### Wiring heat map, run 1

The bar under the picture is 50 um long. The die is cut into 27 by 27 equal tiles; dark blue is low, red is high, scaled to the fullest tile. Values are wire area over tile area, all layers added.
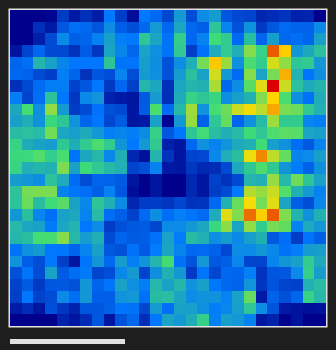
### Signal wires on met3, run 1

The bar under the picture is 50 um long.
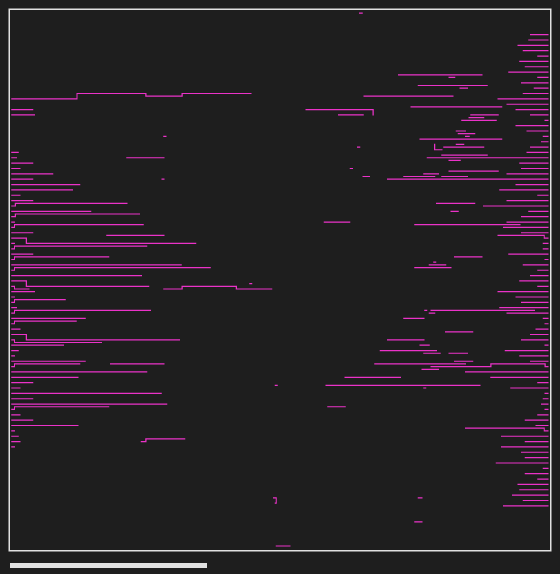
### Clock nets, run 1

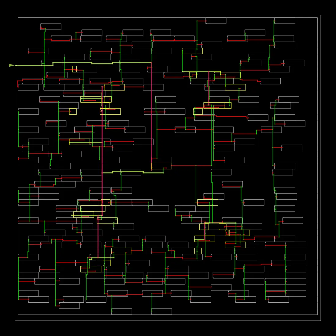
===== config.mk =====
export PLATFORM = sky130hd
export DESIGN_NAME = stage4ma
export DESIGN_NICKNAME = d
export VERILOG_FILES = /design/src/rtl/stage4ma_pkg.sv /design/src/rtl/stage4ma.sv
export SDC_FILE = /design/constraint.sdc
export NUM_CORES = 1
export LEC_CHECK = 0
export CAP_MARGIN = 20
export CORE_UTILIZATION = 47
export CTS_BUF_LIST = sky130_fd_sc_hd__clkbuf_16
export DETAILED_ROUTE_END_ITERATION = 12
export GPL_ROUTABILITY_DRIVEN = 0
export GPL_TIMING_DRIVEN = 0
export PLACE_DENSITY = 0.77
export SLEW_MARGIN = 5
export SYNTH_ARGS = -nofsm -noshare
export SYNTH_HDL_FRONTEND = slang
export SYNTH_SLANG_ARGS = --single-unit

===== constraint.sdc =====
create_clock -name clk -period 8.5 [get_ports clk]
set_input_delay 1.275 -clock clk [delete_from_list [all_inputs] [get_ports clk]]
set_output_delay 1.275 -clock clk [all_outputs]
set_load 0.01 [all_outputs]

===== src/rtl/stage4ma_pkg.sv =====
// Shared opcodes, flag bit positions and MA-stage state encoding.
package stage4ma_pkg;

    localparam logic [7:0] OPC_R_ADD = 8'h01;
    localparam logic [7:0] OPC_R_LD  = 8'h10;
    localparam logic [7:0] OPC_R_ST  = 8'h11;
    localparam logic [7:0] OPC_I_LDi = 8'h30;
    localparam logic [7:0] OPC_I_STi = 8'h31;

    localparam int FLG_Z = 0;
    localparam int FLG_N = 1;
    localparam int FLG_C = 2;
    localparam int FLG_V = 3;

    typedef enum logic {
        MA_IDLE = 1'b0,
        MA_BUSY = 1'b1
    } ma_state_t;

    function automatic logic is_load(input logic [7:0] op);
        return (op == OPC_R_LD) || (op == OPC_I_LDi);
    endfunction

    function automatic logic is_store(input logic [7:0] op);
        return (op == OPC_R_ST) || (op == OPC_I_STi);
    endfunction

endpackage


===== src/rtl/stage4ma.sv =====
// Memory-access stage: LD/ST via a req/ack port, one-cycle pass-through otherwise.
// Define STAGE4MA_TIMEOUT_EN to abort a request after TIMEOUT BUSY cycles.
module stage4ma
    import stage4ma_pkg::*;
#(
    parameter int ADDR_W  = 24,
    parameter int TIMEOUT = 15
) (
    input  logic              clk,
    input  logic              rst,
    input  logic              enable_in,
    input  logic [23:0]       pc_in,
    input  logic [23:0]       instr_in,
    input  logic [23:0]       result_in,
    input  logic [23:0]       store_data_in,
    input  logic [3:0]        tgt_gp_in,
    input  logic [3:0]        flags_in,
    output logic              stall_out,
    output logic              mem_req,
    output logic              mem_we,
    output logic [ADDR_W-1:0] mem_addr,
    output logic [23:0]       mem_wdata,
    input  logic [23:0]       mem_rdata,
    input  logic              mem_ack,
    output logic              enable_out,
    output logic [23:0]       pc_out,
    output logic [23:0]       instr_out,
    output logic [23:0]       result_out,
    output logic [3:0]        tgt_gp_out,
    output logic [3:0]        flags_out,
    output logic              bus_err_out
);

    ma_state_t         r_state;
    logic              r_mem_req;
    logic              r_mem_we;
    logic [ADDR_W-1:0] r_mem_addr;
    logic [23:0]       r_mem_wdata;

    logic [23:0]       r_pc;
    logic [23:0]       r_instr;
    logic [23:0]       r_res;
    logic [3:0]        r_tgt;
    logic [3:0]        r_flags;
    logic              r_is_ld;

    logic              r_en_out;
    logic [23:0]       r_pc_out;
    logic [23:0]       r_instr_out;
    logic [23:0]       r_res_out;
    logic [3:0]        r_tgt_out;
    logic [3:0]        r_flags_out;
    logic              r_bus_err;

    logic              w_busy;
    logic              w_ld;
    logic              w_st;
    logic              w_start;
    logic              w_pass;
    logic              w_ack;
    logic              w_to;
    logic              w_retire;
    logic [23:0]       w_ret_res;
    logic [23:0]       w_src_pc;
    logic [23:0]       w_src_instr;
    logic [3:0]        w_src_tgt;
    logic [3:0]        w_src_flags;

    assign w_busy  = (r_state == MA_BUSY);
    assign w_ld    = is_load(instr_in[23:16]);
    assign w_st    = is_store(instr_in[23:16]);
    assign w_start = ~w_busy & enable_in & (w_ld | w_st);
    assign w_pass  = ~w_busy & enable_in & ~(w_ld | w_st);
    assign w_ack   = w_busy & mem_ack;

`ifdef STAGE4MA_TIMEOUT_EN
    localparam int CNT_W = $clog2(TIMEOUT + 1);

    logic [CNT_W-1:0] r_cnt;

    assign w_to = w_busy & ~mem_ack
                & (r_cnt == CNT_W'(TIMEOUT - 1));
`else
    logic w_unused_timeout;

    assign w_to             = 1'b0;
    assign w_unused_timeout = (TIMEOUT == 0);
`endif

    assign w_retire = w_pass | w_ack | w_to;

    // Timeout retires in its last BUSY cycle, so EX may advance then too
    assign stall_out = ~rst
                     & (w_start | (w_busy & ~mem_ack & ~w_to));

    assign w_src_pc    = w_busy ? r_pc    : pc_in;
    assign w_src_instr = w_busy ? r_instr : instr_in;
    assign w_src_tgt   = w_busy ? r_tgt   : tgt_gp_in;
    assign w_src_flags = w_busy ? r_flags : flags_in;

    always_comb begin
        w_ret_res = r_res;
        unique case (1'b1)
            w_pass:            w_ret_res = result_in;
            w_to:              w_ret_res = '0;
            (w_ack & r_is_ld): w_ret_res = mem_rdata;
            default:           w_ret_res = r_res;
        endcase
    end

    always_ff @(posedge clk or posedge rst) begin
        if (rst) begin
            r_state     <= MA_IDLE;
            r_mem_req   <= 1'b0;
            r_mem_we    <= 1'b0;
            r_mem_addr  <= '0;
            r_mem_wdata <= '0;
            r_pc        <= '0;
            r_instr     <= '0;
            r_res       <= '0;
            r_tgt       <= '0;
            r_flags     <= '0;
            r_is_ld     <= 1'b0;
            r_en_out    <= 1'b0;
            r_pc_out    <= '0;
            r_instr_out <= '0;
            r_res_out   <= '0;
            r_tgt_out   <= '0;
            r_flags_out <= '0;
            r_bus_err   <= 1'b0;
`ifdef STAGE4MA_TIMEOUT_EN
            r_cnt       <= '0;
`endif
        end else begin
            r_en_out  <= w_retire;
            r_bus_err <= w_to;
            if (w_retire) begin
                r_pc_out    <= w_src_pc;
                r_instr_out <= w_src_instr;
                r_res_out   <= w_ret_res;
                r_tgt_out   <= w_src_tgt;
                r_flags_out <= w_src_flags;
            end
            case (r_state)
                MA_IDLE: begin
                    if (w_start) begin
                        r_state     <= MA_BUSY;
                        r_mem_req   <= 1'b1;
                        r_mem_we    <= w_st;
                        r_mem_addr  <= result_in[ADDR_W-1:0];
                        r_mem_wdata <= store_data_in;
                        r_pc        <= pc_in;
                        r_instr     <= instr_in;
                        r_res       <= result_in;
                        r_tgt       <= tgt_gp_in;
                        r_flags     <= flags_in;
                        r_is_ld     <= w_ld;
`ifdef STAGE4MA_TIMEOUT_EN
                        r_cnt       <= '0;
`endif
                    end
                end
                MA_BUSY: begin
                    if (w_ack | w_to) begin
                        r_state   <= MA_IDLE;
                        r_mem_req <= 1'b0;
                        r_mem_we  <= 1'b0;
                    end
`ifdef STAGE4MA_TIMEOUT_EN
                    else begin
                        r_cnt <= r_cnt + 1'b1;
                    end
`endif
                end
            endcase
        end
    end

    assign mem_req     = r_mem_req;
    assign mem_we      = r_mem_we;
    assign mem_addr    = r_mem_addr;
    assign mem_wdata   = r_mem_wdata;
    assign enable_out  = r_en_out;
    assign pc_out      = r_pc_out;
    assign instr_out   = r_instr_out;
    assign result_out  = r_res_out;
    assign tgt_gp_out  = r_tgt_out;
    assign flags_out   = r_flags_out;
    assign bus_err_out = r_bus_err;

endmodule


==> notes.md, run 1 <==
Notes on the flow outputs.

- The flow ran to the end, and the final reports show no timing, DRC or antenna violations.
- The detailed router placed 6361 vias in this run.
- The mux contribution to synthesized area reads 0.277.
- The DRC violation total after the first TritonRoute iteration is 258.
- Per the detail_route report, vias per standard cell equal between 5 and 6.
- The global-route usage over all layers is 0.237.
- The reg-to-reg endpoint reads pc_out[4]$_DFFE_PP0P_.
- The fraction of area in registers reads 0.390.
- Setup repair after global routing left no endpoint under its margin.
- In this run the worst setup path begins at instr_in[17].
- The number of top-level pins is about 270.
- The register bit total from synthesis reads between 150 and 200.
- The critical path data required time reads 7220 ps.
- The sink of the worst hold path reads r_instr[20]$_DFFE_PP0P_.
- The AND-OR/OR-AND share of the synthesized area is 0.0775.
- The post-synthesis sequential area ratio is 0.551.
- The tap cell instance count is approximately 230.
- For reference, the top cells by area after synthesis are sky130_fd_sc_hd__dfrtp_1, sky130_fd_sc_hd__mux2_2, sky130_fd_sc_hd__mux2_1.
- The clock latency at the later pin of the worst-skew pair is 430 ps.
- The net count after synthesis is 776.
- The tally of unique sky130hd cells used after synthesis reads 26.
- In this run the static leakage power is around 5.3 nW.
- The total of buffers placed on input and output ports reads 263.
- The die boundary width is 137 um.
- Cell internal power was estimated by the tool at 1.71 mW.
- The count of antenna diodes in the layout reads 0.
- Of all the cell area in the finished design, the clock network holds 0.0477.
- The number of cells in the finished layout apart from fillers reads 1169.
- Max-cap violations in this run came to 0.
- The xor/xnor share of the synthesized area is 0.
- The floorplan core density reads 0.480.
- The area fraction in full adders, half adders and majority gates reads 0.
- By area, sequential cells come first.
- Per the detailed-route log, wirelength across all metal layers totals 22000 um.
- The combinational cell power is roughly 0.47 mW.
- The HPWL reported at the end of detailed placement is around 16000 um.
- The top cell type by total area after synthesis is sky130_fd_sc_hd__dfrtp_1.
- The number of cells on the critical path is 8.
- The most utilized layer in the global route result reads met2.
- The mean cell area of the mapped netlist is 13.3 um^2.
- Signal routing reaches up to met4.
- The post-synthesis cell count from yosys reads 644.
- Counting pins that exceed their max-slew limit in the final report gives 0.
- The number of gates resized after cts reads 0.
- Per the cell usage report, the commonest logic cells after layout are sky130_fd_sc_hd__clkdlybuf4s50_1, sky130_fd_sc_hd__dfrtp_1, sky130_fd_sc_hd__mux2_2.
- The final tally of hold violations is 0.
- The count of H-tree levels built during CTS reads 4.
- The script computed a power per unit cell area of 192 mW/mm^2.
- The fill cell instance count of the final layout reads 1379.
- The total overflow reported by the global router reads 0.
- The post-CTS hold buffer count recorded in the log is 0.
- The peak supply drop is 0.143 mV.
- The post-route core utilization is 0.677.
- The total power consumption of the routed design is 2.32 mW.
- According to the report, the first pass of detailed routing completed in 6 iterations.
- The combinational share of cell area is 0.290.
- The root buffer cell is sky130_fd_sc_hd__clkbuf_16.
- The prevailing logic family in the synthesized netlist is multiplexers.
- Per the TritonCTS log, the buffer count is 17.
- The net switching power reads between 0.6 and 0.7 mW.
- In this run, placement finished with an instance count of 1137.
- The maximum clock frequency is roughly 190 MHz.
- The longest individual stage delay on the worst path is 560 ps.
- The critical path start-end classification is input pin to output pin.
- The final layout reports a setup TNS of 0 ps.
- The portion of synthesized cell area occupied by the leading cell type reads 0.551.
- The number of buffers outside the clock class in the layout reads 315.
- The pre-CTS worst setup slack is 3370 ps.
- The main power-consuming group is sequential cells.
- Per the synthesis report, the simple-gate share of the synthesized area is 0.0545.
- The number of buffers on the longest clock path is 2.
- The most used flip-flop cell after synthesis is sky130_fd_sc_hd__dfrtp_1.
- The growth of design area from synthesis to finish reads 41.1%.
- The inverter count of the layout excluding clock inverters is 27.
- The pin count of the biggest net entering global routing is 107.
- The sequential cell count of the final layout reads 189.
- The category of the worst setup path launch point is an input pin.
- The largest individual stage delay along the critical path comes from the cell sky130_fd_sc_hd__nor4b_4.
- The overall die height reads approximately 140 um.
- The kind of cell with the highest combined delay on the critical path is buffers and inverters.
- The clock network fraction of design power is 0.340.
- The cell area after synthesis reads 0.00859 mm^2.
- The standard cell core area is 0.0179 mm^2.
- For the pin with the worst max-slew slack, the measured transition is a little over 600 ps.
- The number of cells on the worst hold path is 1.
- The final design instance area without fill reads 0.0121 mm^2.
- The share of layout cells above drive strength 1 reads 0.251.
- The final antenna-violating net count reads 0.
- The storage element area is 0.00473 mm^2.
- The sequential power is roughly 1.1 mW.
- The reg-to-reg setup timing slack reads ~6300 ps.
- The remaining routing DRC violations reads 0.
- The biggest fanout along the worst timing path reads 10.
- The final worst slack is 3370 ps.
- The share of total power dissipated in combinational logic is 0.201.
- The initial antenna violation count is 0.
- The total placed instance area reads 0.0115 mm^2.
- The area recorded from the Yosys report for this design is 0.00859 mm^2.
- The critical path buffer and inverter count is 5.
- The number of logic gates is 377.
- Routing resource usage on met1 recorded by global route was 0.301.
- The fraction of met3 tracks used by global routing reads 0.0756.
- The standard-cell row count reads 49.
- The endpoint kind of the worst setup timing path reads an output pin.
- The average wire per standard cell is between 15 and 20 um.
- The beginning of the worst register-to-register path reads r_state$_DFF_PP0_.
- The post-CTS setup-driven buffer insertion count is 0.
- Per the hold report, the tightest min-delay path originates at r_instr[20]$_DFFE_PP0P_.
- The area taken by multi-input logic gates is 0.00351 mm^2.
- The fraction of the cycle the final worst path needs reads 0.604.
- The TritonCTS clock tree is done.
- The via count of the first global-routing pass is 6418.
- The shortest clock period the worst path allows after layout reads 5130 ps.
- The worst hold path belongs to the class flop to flop.
- Traced cell by cell, the critical path runs through clkdlybuf4s50_1 -> nor4b_4 -> nand3b_1 -> buf_2 -> buf_2 -> buf_2 -> a21oi_1 -> clkdlybuf4s50_1.
- The cell type with the highest occurrence count on the critical path is sky130_fd_sc_hd__buf_2.
- The met2 global-route usage is 0.386.
- The switching share of power reads 0.265.
- In the final report, the number of endpoints failing setup comes to 0.
- After floorplanning, the die was sized to cover around 0.019 mm^2.
- Wire segments on met2 add up to 10400 um in the final route.
- Across all stage logs, warnings added up to 28.
- The max-slew headroom at the worst pin reads 0.595.
- After detailed routing, the met3 layer carries 2170 um of wire.
- The count of warnings emitted by yosys reads 0.
- The final layout contains 1059 nets.
- The capturing instance or port of the critical path is stall_out.
- The most frequent cell after synthesis is sky130_fd_sc_hd__dfrtp_1.
- Per the post-synthesis report, the number of cells in the design is around 640.
- The synthesis run shows the most used standard cells to be sky130_fd_sc_hd__dfrtp_1, sky130_fd_sc_hd__mux2_2, sky130_fd_sc_hd__clkbuf_1.
- The critical path data arrival time is 3860 ps.
- The clock network power is 0.791 mW.
- The routed length on met1 is 9170 um.
- The register clock-pin slew on the reported worst setup and hold paths is 70 ps.
- The worst hold margin is 471 ps.
- The proportion of final cell area spent on non-clock buffers reads 0.240.
- The count of flip-flops with a built-in enable after synthesis reads 0.
- The first-pass GRT wire length is 34000 um.
- The sequential share of power reads 0.458.
- The depth of the most critical reg-to-reg path reads 4.
Notes on 'Wiring heat map' above:
mean over tiles: 0.19
tiles over half the peak: 11%
fullest tile: 0.65
nearly empty tiles: 3.2%

Notes on 'Signal wires on met3' above:
longest straight run: 49.7 um
main direction: horizontal
wire length on this layer: 2170 um
share of all routed wire: 9.9%
nets with wire on the layer: 190

Notes on 'Clock nets' above:
TritonCTS sink count: 189
# clk buffers: 17

### Placed cells, one colour a class, run 1

Fill, decap, tap and diode cells in grey.
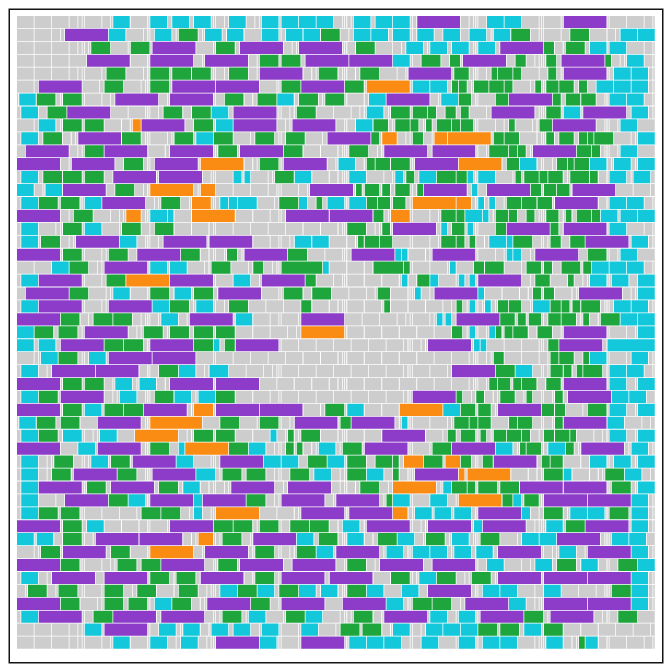

==> run 2: changes to the inputs <==
- clock period: 8.5 -> 4.9 ns (I/O delays scaled with it)
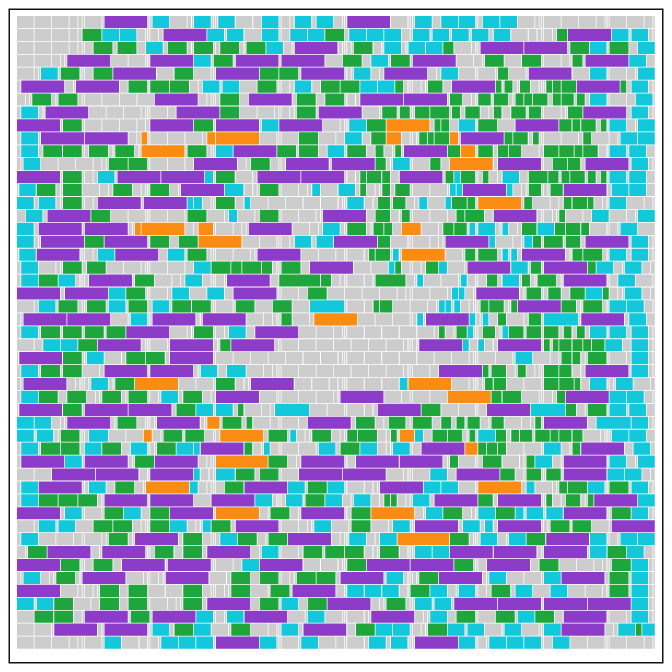
*Placed cells, one colour a class, run 2*
Fill, decap, tap and diode cells in grey.
legend:
  green:
    class: combinational and other logic
    cells: 404
  cyan:
    class: other buffers and delay cells
    cells: 319
  purple:
    class: flops
    cells: 189
  orange:
    class: clock drivers and dummy loads
    cells: 31

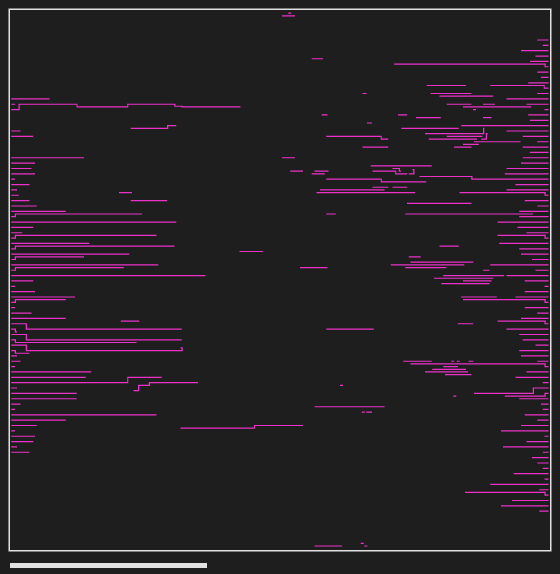
*Signal wires on met3, run 2*
The bar under the picture is 50 um long.
wire length on this layer: 2250 um
longest straight run: 49.0 um

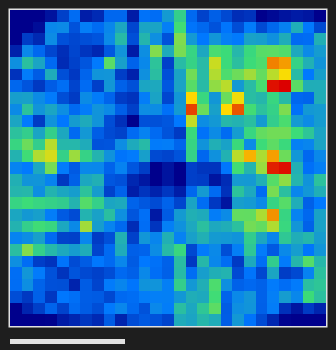
*Wiring heat map, run 2*
The bar under the picture is 50 um long. The die is cut into 27 by 27 equal tiles; dark blue is low, red is high, scaled to the fullest tile. Values are wire area over tile area, all layers added.
nearly empty tiles: 3.2%
tiles over half the peak: 11%
mean over tiles: 0.20
fullest tile: 0.66

==> run 2 against run 1 <==
Total power grew 74%. Synthesized cell count is the same. Register-to-register slack lost 3600 ps. Global-route usage grew 0.96 points.
==> notes.md, run 2 <==
Notes on the flow outputs.

- The floorplan core density reads 0.480 (unchanged).
- The number of buffers created by CTS is 17 (unchanged).
- The count of clock buffers in the final design came to 17 (unchanged).
- The setup TNS after final layout came to 0 ps (unchanged).
- The sequential share of power is 0.457 (about the same).
- The clock network power was 1.37 mW (+73%).
- The switching share of power is 0.258 (-0.00672).
- The post-synthesis cell count from yosys is 644 (unchanged).
- The signal on the critical path passes through clkdlybuf4s50_1 -> nor4b_4 -> nand3b_1 -> buf_2 -> buf_2 -> buf_2 -> a21oi_1 -> clkdlybuf4s50_1.
- The number of top-level pins is 265 (unchanged).
- The biggest fanout along the worst timing path reads 10 (unchanged).
- The global-route usage over all layers is 0.247 (+0.00964).
- The net count after synthesis is 776 (unchanged).
- The reg-to-reg endpoint is pc_out[3]$_DFFE_PP0P_.
- The count of pins over their slew limit is 0 (unchanged).
- The top layer reached by signal wires reads met4.
- The met1 routing resource usage after global routing came to 0.314 (+0.0130).
- The post-synthesis sequential area ratio is 0.551 (unchanged).
- The endpoint kind of the worst setup timing path reads an output pin.
- The max-slew headroom at the worst pin is 0.464 (-0.131).
- The via count of the first global-routing pass is 6531 (+1.8%).
- The depth of the most critical reg-to-reg path is 4 (unchanged).
- The portion of synthesized cell area occupied by the leading cell type came to 0.551 (unchanged).
- The total placed instance area came to 0.0116 mm^2 (+0.60%).
- The top cell types in the final layout, fill and taps aside, are sky130_fd_sc_hd__clkdlybuf4s50_1, sky130_fd_sc_hd__dfrtp_1, sky130_fd_sc_hd__mux2_2.
- The net switching power reads 1.05 mW (+70%).
- The final worst slack reads 804 ps (-2560 ps).
- The fraction of met3 tracks used by global routing is 0.0770 (+0.00148).
- The startpoint identified for the worst register-to-register timing path is r_state$_DFF_PP0_.
- The cell type with the highest occurrence count on the critical path reads sky130_fd_sc_hd__buf_2.
- The sum of routed wire length over all layers is 22700 um (+3.3%).
- The critical path data required time is 4160 ps (-3060 ps).
- Yosys instantiated no cell more often than sky130_fd_sc_hd__dfrtp_1.
- The number of placed instances, taps included is 1141 (+0.35%).
- The mux contribution to synthesized area reads 0.277 (unchanged).
- The flow ran to the end, and the final reports show no timing, DRC or antenna violations.
- The xor/xnor share of the synthesized area reads 0 (unchanged).
- The cell leakage power came to 5.29 nW (+0.32%).
- The total of buffers placed on input and output ports reads 263 (unchanged).
- The quantity of hold-fixing buffers added after cts is 0 (unchanged).
- The final design instance area without fill came to 0.0122 mm^2 (+0.50%).
- The inverter count of the layout excluding clock inverters is 27 (unchanged).
- The die boundary width was 137 um (unchanged).
- The reg-to-reg setup timing slack is 2640 ps (-3620 ps).
- The HPWL reported at the end of detailed placement came to 16200 um (+4.1%).
- The detailed route wirelength on metal2 is 10700 um (+3.4%).
- The number of buffers outside the clock class in the layout is 319 (+1.3%).
- The proportion of final cell area spent on non-clock buffers reads 0.244 (+0.00478).
- The standard-cell row count is 49 (unchanged).
- The logic gate share of total power is 0.204 (+0.003).
- The peak supply drop reads 0.262 mV (+83%).
- The kind of cell with the highest combined delay on the critical path is buffers and inverters.
- The longest individual stage delay on the worst path came to 600 ps (+40 ps).
- The clock latency at the later pin of the worst-skew pair reads 440 ps (about the same).
- The capturing instance or port of the critical path is stall_out.
- The fraction of the cycle the final worst path needs reads 0.836.
- The critical-path cell with the highest stage delay reads sky130_fd_sc_hd__nor4b_4.
- The initial antenna violation count reads 0 (unchanged).
- The storage element area reads 0.00473 mm^2 (unchanged).
- The number of gates resized after cts is 0 (unchanged).
- The worst hold margin reads 465 ps (-6.80 ps).
- The clock-cell share of area is 0.0467 (-0.000954).
- Per the hold report, the tightest min-delay path originates at r_instr[20]$_DFFE_PP0P_.
- The number of iterations in the first detailed-routing pass is 5 (-1).
- The routed length on met1 is 9290 um (+1.3%).
- The most area-hungry cell class in the final design reads sequential cells.
- The average wire per standard cell is 19.4 um (+3.1%).
- The critical path data arrival time was 3360 ps (-500 ps).
- The DRC violation total after the first TritonRoute iteration is 375 (+45%).
- The met2 global-route usage came to 0.401 (+0.0152).
- The simple-gate share of the synthesized area was 0.0545 (unchanged).
- The count of warnings emitted by yosys was 0 (unchanged).
- The power per unit of standard cell area reads 332 mW/mm^2 (+73%).
- The worst min-delay path category is flop to flop.
- The sequential power is 1.85 mW (+73%).
- The routed wire length on met3 reads 2250 um (+3.9%).
- The sink of the worst hold path is r_instr[20]$_DFFE_PP0P_.
- The detailed-route via count came to 6400 (+0.61%).
- Setup repair after global routing left no endpoint under its margin.
- The count of flip-flops with a built-in enable after synthesis reads 0 (unchanged).
- The total of endpoints with negative setup slack in the final report reads 0 (unchanged).
- The combinational cell power is 0.823 mW (+76%).
- The layer flagged by global routing as most heavily used is met2.
- The synthesized instance count is 644 (unchanged).
- The shortest clock period the worst path allows after layout reads about 4100 ps.
- The root buffer cell reads sky130_fd_sc_hd__clkbuf_16.
- The number of vias per cell was 5.46 (+0.36%).
- The most frequently used flop master after synthesis reads sky130_fd_sc_hd__dfrtp_1.
- The top cell type by total area after synthesis reads sky130_fd_sc_hd__dfrtp_1.
- The growth of design area from synthesis to finish is 41.8%.
- The AND-OR/OR-AND share of the synthesized area reads 0.0775 (unchanged).
- The count of antenna diodes in the layout came to 0 (unchanged).
- The first-pass GRT wire length was 35000 um (+2.9%).
- The TritonCTS clock tree is done.
- The cell area after synthesis is 0.00859 mm^2 (unchanged).
- Ranked by instance count, the synthesized netlist is headed by sky130_fd_sc_hd__dfrtp_1, sky130_fd_sc_hd__mux2_2, sky130_fd_sc_hd__clkbuf_1.
- The internal power of the cells was 3.00 mW (+76%).
- The number of logic gates is 377 (unchanged).
- The origin of the worst setup path reads instr_in[17].
- The worst setup path is launched from an input pin.
- The area taken by multi-input logic gates reads 0.00351 mm^2 (unchanged).
- The critical path buffer and inverter count came to 5 (unchanged).
- The post-synth area from yosys stat reads 0.00859 mm^2 (unchanged).
- Yosys attributes the largest share of cell area to sky130_fd_sc_hd__dfrtp_1, sky130_fd_sc_hd__mux2_2, sky130_fd_sc_hd__mux2_1.
- The overall chip area is 0.0188 mm^2 (unchanged).
- The main power-consuming group reads sequential cells.
- The max-cap check violation count came to 0 (unchanged).
- The final tally of hold violations reads 0 (unchanged).
- The tally of unique sky130hd cells used after synthesis is 26 (unchanged).
- The number of cells in the finished layout apart from fillers reads 1172 (+0.26%).
- The tap cell instance count is 229 (unchanged).
- The mean cell area of the mapped netlist is 13.3 um^2 (unchanged).
- The number of buffers on the longest clock path reads 2 (unchanged).
- The net total in the final layout reads 1063 (+0.38%).
- The transition time at the pin with the least slew margin came to 802 ps (+195 ps).
- The pin count of the biggest net entering global routing was 38 (-64%).
- The critical path start-end classification is input pin to output pin.
- The pre-CTS worst setup slack is 823 ps (-2550 ps).
- The total power consumption of the routed design is 4.04 mW (+74%).
- The remaining routing DRC violations is 0 (unchanged).
- The post-CTS setup-driven buffer insertion count is 0 (unchanged).
- The combinational share of cell area reads 0.288 (-0.00143).
- The share of layout cells above drive strength 1 is 0.252 (+0.00132).
- The total overflow reported by the global router came to 0 (unchanged).
- The warning total across the stage logs reads 26 (-7.1%).
- The count of H-tree levels built during CTS reads 4 (unchanged).
- The clock sink count is 189 (unchanged).
- The overall die height is 137 um (unchanged).
- The number of cells on the worst hold path reads 1 (unchanged).
- The sequential cell count of the final layout reads 189 (unchanged).
- The number of cells on the critical path is 8 (unchanged).
- The register clock-pin slew on the reported worst setup and hold paths reads 70 ps (about the same).
### Clock nets, run 2

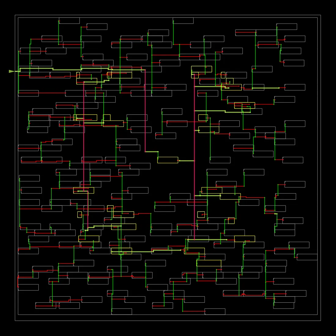

==> run 3: changes to the inputs <==
- CORE_UTILIZATION: 47 -> 43
- PLACE_DENSITY: 0.77 -> 0.74
- clock period: 4.9 -> 3.5 ns (I/O delays scaled with it)
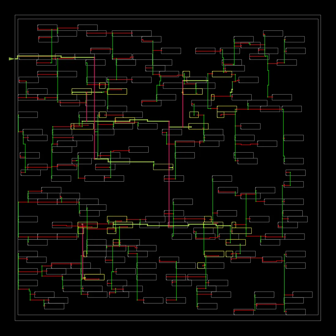
*Clock nets, run 3*
worst-case clock skew: 11.7 ps
clock network power: 1.79 mW

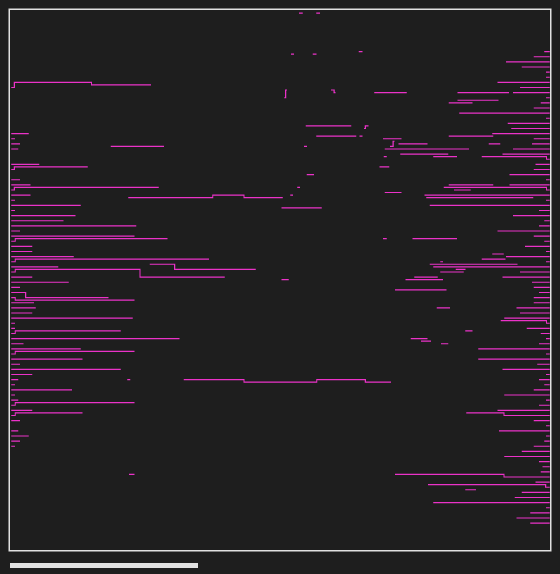
*Signal wires on met3, run 3*
The bar under the picture is 50 um long.
wire length on this layer: 2060 um
main direction: horizontal
nets with wire on the layer: 188
total vias in the final route: 6334
drt total wl: 22400 um

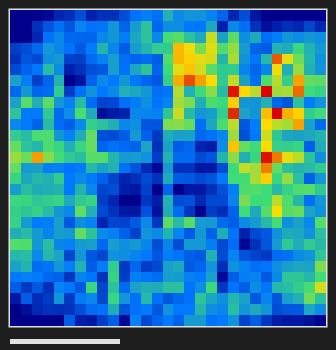
*Wiring heat map, run 3*
The bar under the picture is 50 um long. The die is cut into 29 by 29 equal tiles; dark blue is low, red is high, scaled to the fullest tile. Values are wire area over tile area, all layers added.
nearly empty tiles: 3.6%
densest ninth of the die: right middle
tiles over half the peak: 15%
fullest tile: 0.56
mean over tiles: 0.18
routed wirelength normalized by instance count: 18.5 um
GRT Resource Usage Total: 0.222

==> run 3 against run 2 <==
Area after synthesis unchanged. Wire length fell by 1.4%. Die size is 9.2% higher. Via count decreased by 1.0%. Synthesized cell count did not move. Register-to-register slack worse by 1400 ps. Final cell count is 3.2% higher. Total power rose by 37%. Count of clock-buffer cells in the layout did not move. Critical path type unchanged.
==> notes.md, run 3 <==
Notes on the flow outputs.

- The run finished with clean final reports.
- The transition time at the pin with the least slew margin is 650 ps (-153 ps).
- Per the timing report, the most critical flop-to-flop path finishes at pc_out[1]$_DFFE_PP0P_.
- The pre-CTS worst setup slack is -203 ps (-1030 ps).
- The growth of design area from synthesis to finish reads 42.1%.
- The pin count of the biggest net entering global routing reads 40 (+5.3%).
- The fraction of met3 tracks used by global routing came to 0.0733 (-0.00373).
- The total overflow reported by the global router is 0 (unchanged).
- The origin of the worst setup path is instr_in[18].
- The post-CTS setup-driven buffer insertion count was 1 (+1).
- The mean cell area of the mapped netlist is 13.3 um^2 (unchanged).
- The xor/xnor share of the synthesized area is 0 (unchanged).
- The category of the worst setup path launch point reads an input pin.
- The total of buffers placed on input and output ports is 263 (unchanged).
- The standard-cell row count reads 51 (+4.1%).
- The quantity of hold-fixing buffers added after cts is 0 (unchanged).
- The DRC violation total after the first TritonRoute iteration is 257 (-31%).
- The number of cells in the finished layout apart from fillers is 1209 (+3.2%).
- The peak supply drop is 0.321 mV (+23%).
- The net switching power came to 1.46 mW (+39%).
- The logic gate share of total power was 0.208 (+0.004).
- The clock sink count came to 189 (unchanged).
- The number of buffers outside the clock class in the layout is 319 (unchanged).
- The critical-path cell with the highest stage delay is sky130_fd_sc_hd__clkdlybuf4s50_1.
- The depth of the most critical reg-to-reg path was 4 (unchanged).
- The total of endpoints with negative setup slack in the final report reads 0 (unchanged).
- The met2 global-route usage is 0.370 (-0.0305).
- The sequential share of power reads 0.468 (+0.011).
- The total power consumption of the routed design reads 5.52 mW (+37%).
- The switching share of power reads 0.264 (+0.00522).
- The overall chip area reads 0.0205 mm^2 (+9.2%).
- The number of vias per cell reads 5.24 (-4.1%).
- The biggest fanout along the worst timing path is 19 (+9).
- The worst setup path is captured at an output pin.
- The first-pass GRT wire length is 34800 um (-0.51%).
- The internal power of the cells is 4.07 mW (+36%).
- The overall die height is 143 um (+4.5%).
- The met1 routing resource usage after global routing came to 0.273 (-0.0404).
- The capturing instance or port of the critical path reads stall_out.
- The longest individual stage delay on the worst path is 600 ps (about the same).
- The detailed route wirelength on metal2 came to 10600 um (-1.7%).
- The max-cap check violation count came to 0 (unchanged).
- The most utilized layer in the global route result is met2.
- The sequential cell count of the final layout reads 189 (unchanged).
- The critical path in this run is classified as input pin to output pin.
- The clock-cell share of area is 0.0442 (-0.00254).
- The count of H-tree levels built during CTS came to 4 (unchanged).
- The sink of the worst hold path reads r_instr[20]$_DFFE_PP0P_.
- The mux contribution to synthesized area is 0.277 (unchanged).
- The post-synthesis sequential area ratio is 0.551 (unchanged).
- The critical path buffer and inverter count came to 4 (-1).
- The number of cells on the critical path is 7 (-1).
- The fraction of the cycle the final worst path needs reads 0.941.
- The simple-gate share of the synthesized area is 0.0545 (unchanged).
- For reference, the critical path cell chain is clkdlybuf4s50_1 -> nor4b_4 -> nand3b_1 -> buf_2 -> buf_2 -> a21oi_1 -> clkdlybuf4s50_1.
- The routed wire length on met3 is 2060 um (-8.7%).
- The number of iterations in the first detailed-routing pass came to 5 (unchanged).
- The number of gates resized after cts reads 1 (+1).
- The final tally of hold violations came to 0 (unchanged).
- The net total in the final layout is 1063 (unchanged).
- The post-synth area from yosys stat is 0.00859 mm^2 (unchanged).
- The cell family contributing the most delay on the critical path is buffers and inverters.
- The count of flip-flops with a built-in enable after synthesis is 0 (unchanged).
- The number of placed instances, taps included is 1177 (+3.2%).
- The net count after synthesis reads 776 (unchanged).
- The worst path in the final design needs a cycle of around 3300 ps, including I/O delays and setup.
- The cell leakage power is 5.27 nW (-0.24%).
- Setup repair after global routing left no endpoint under its margin.
- STA lists the startpoint of the worst register-to-register path as r_state$_DFF_PP0_.
- The count of warnings emitted by yosys reads 0 (unchanged).
- The tally of unique sky130hd cells used after synthesis is 26 (unchanged).
- The setup TNS after final layout is 0 ps (unchanged).
- The inverter count of the layout excluding clock inverters is 27 (unchanged).
- Sorting the synthesized cells by area gives the leading types as sky130_fd_sc_hd__dfrtp_1, sky130_fd_sc_hd__mux2_2, sky130_fd_sc_hd__mux2_1.
- The combinational cell power came to 1.15 mW (+40%).
No activity file was given, so power comes from the tool's default toggle rates.
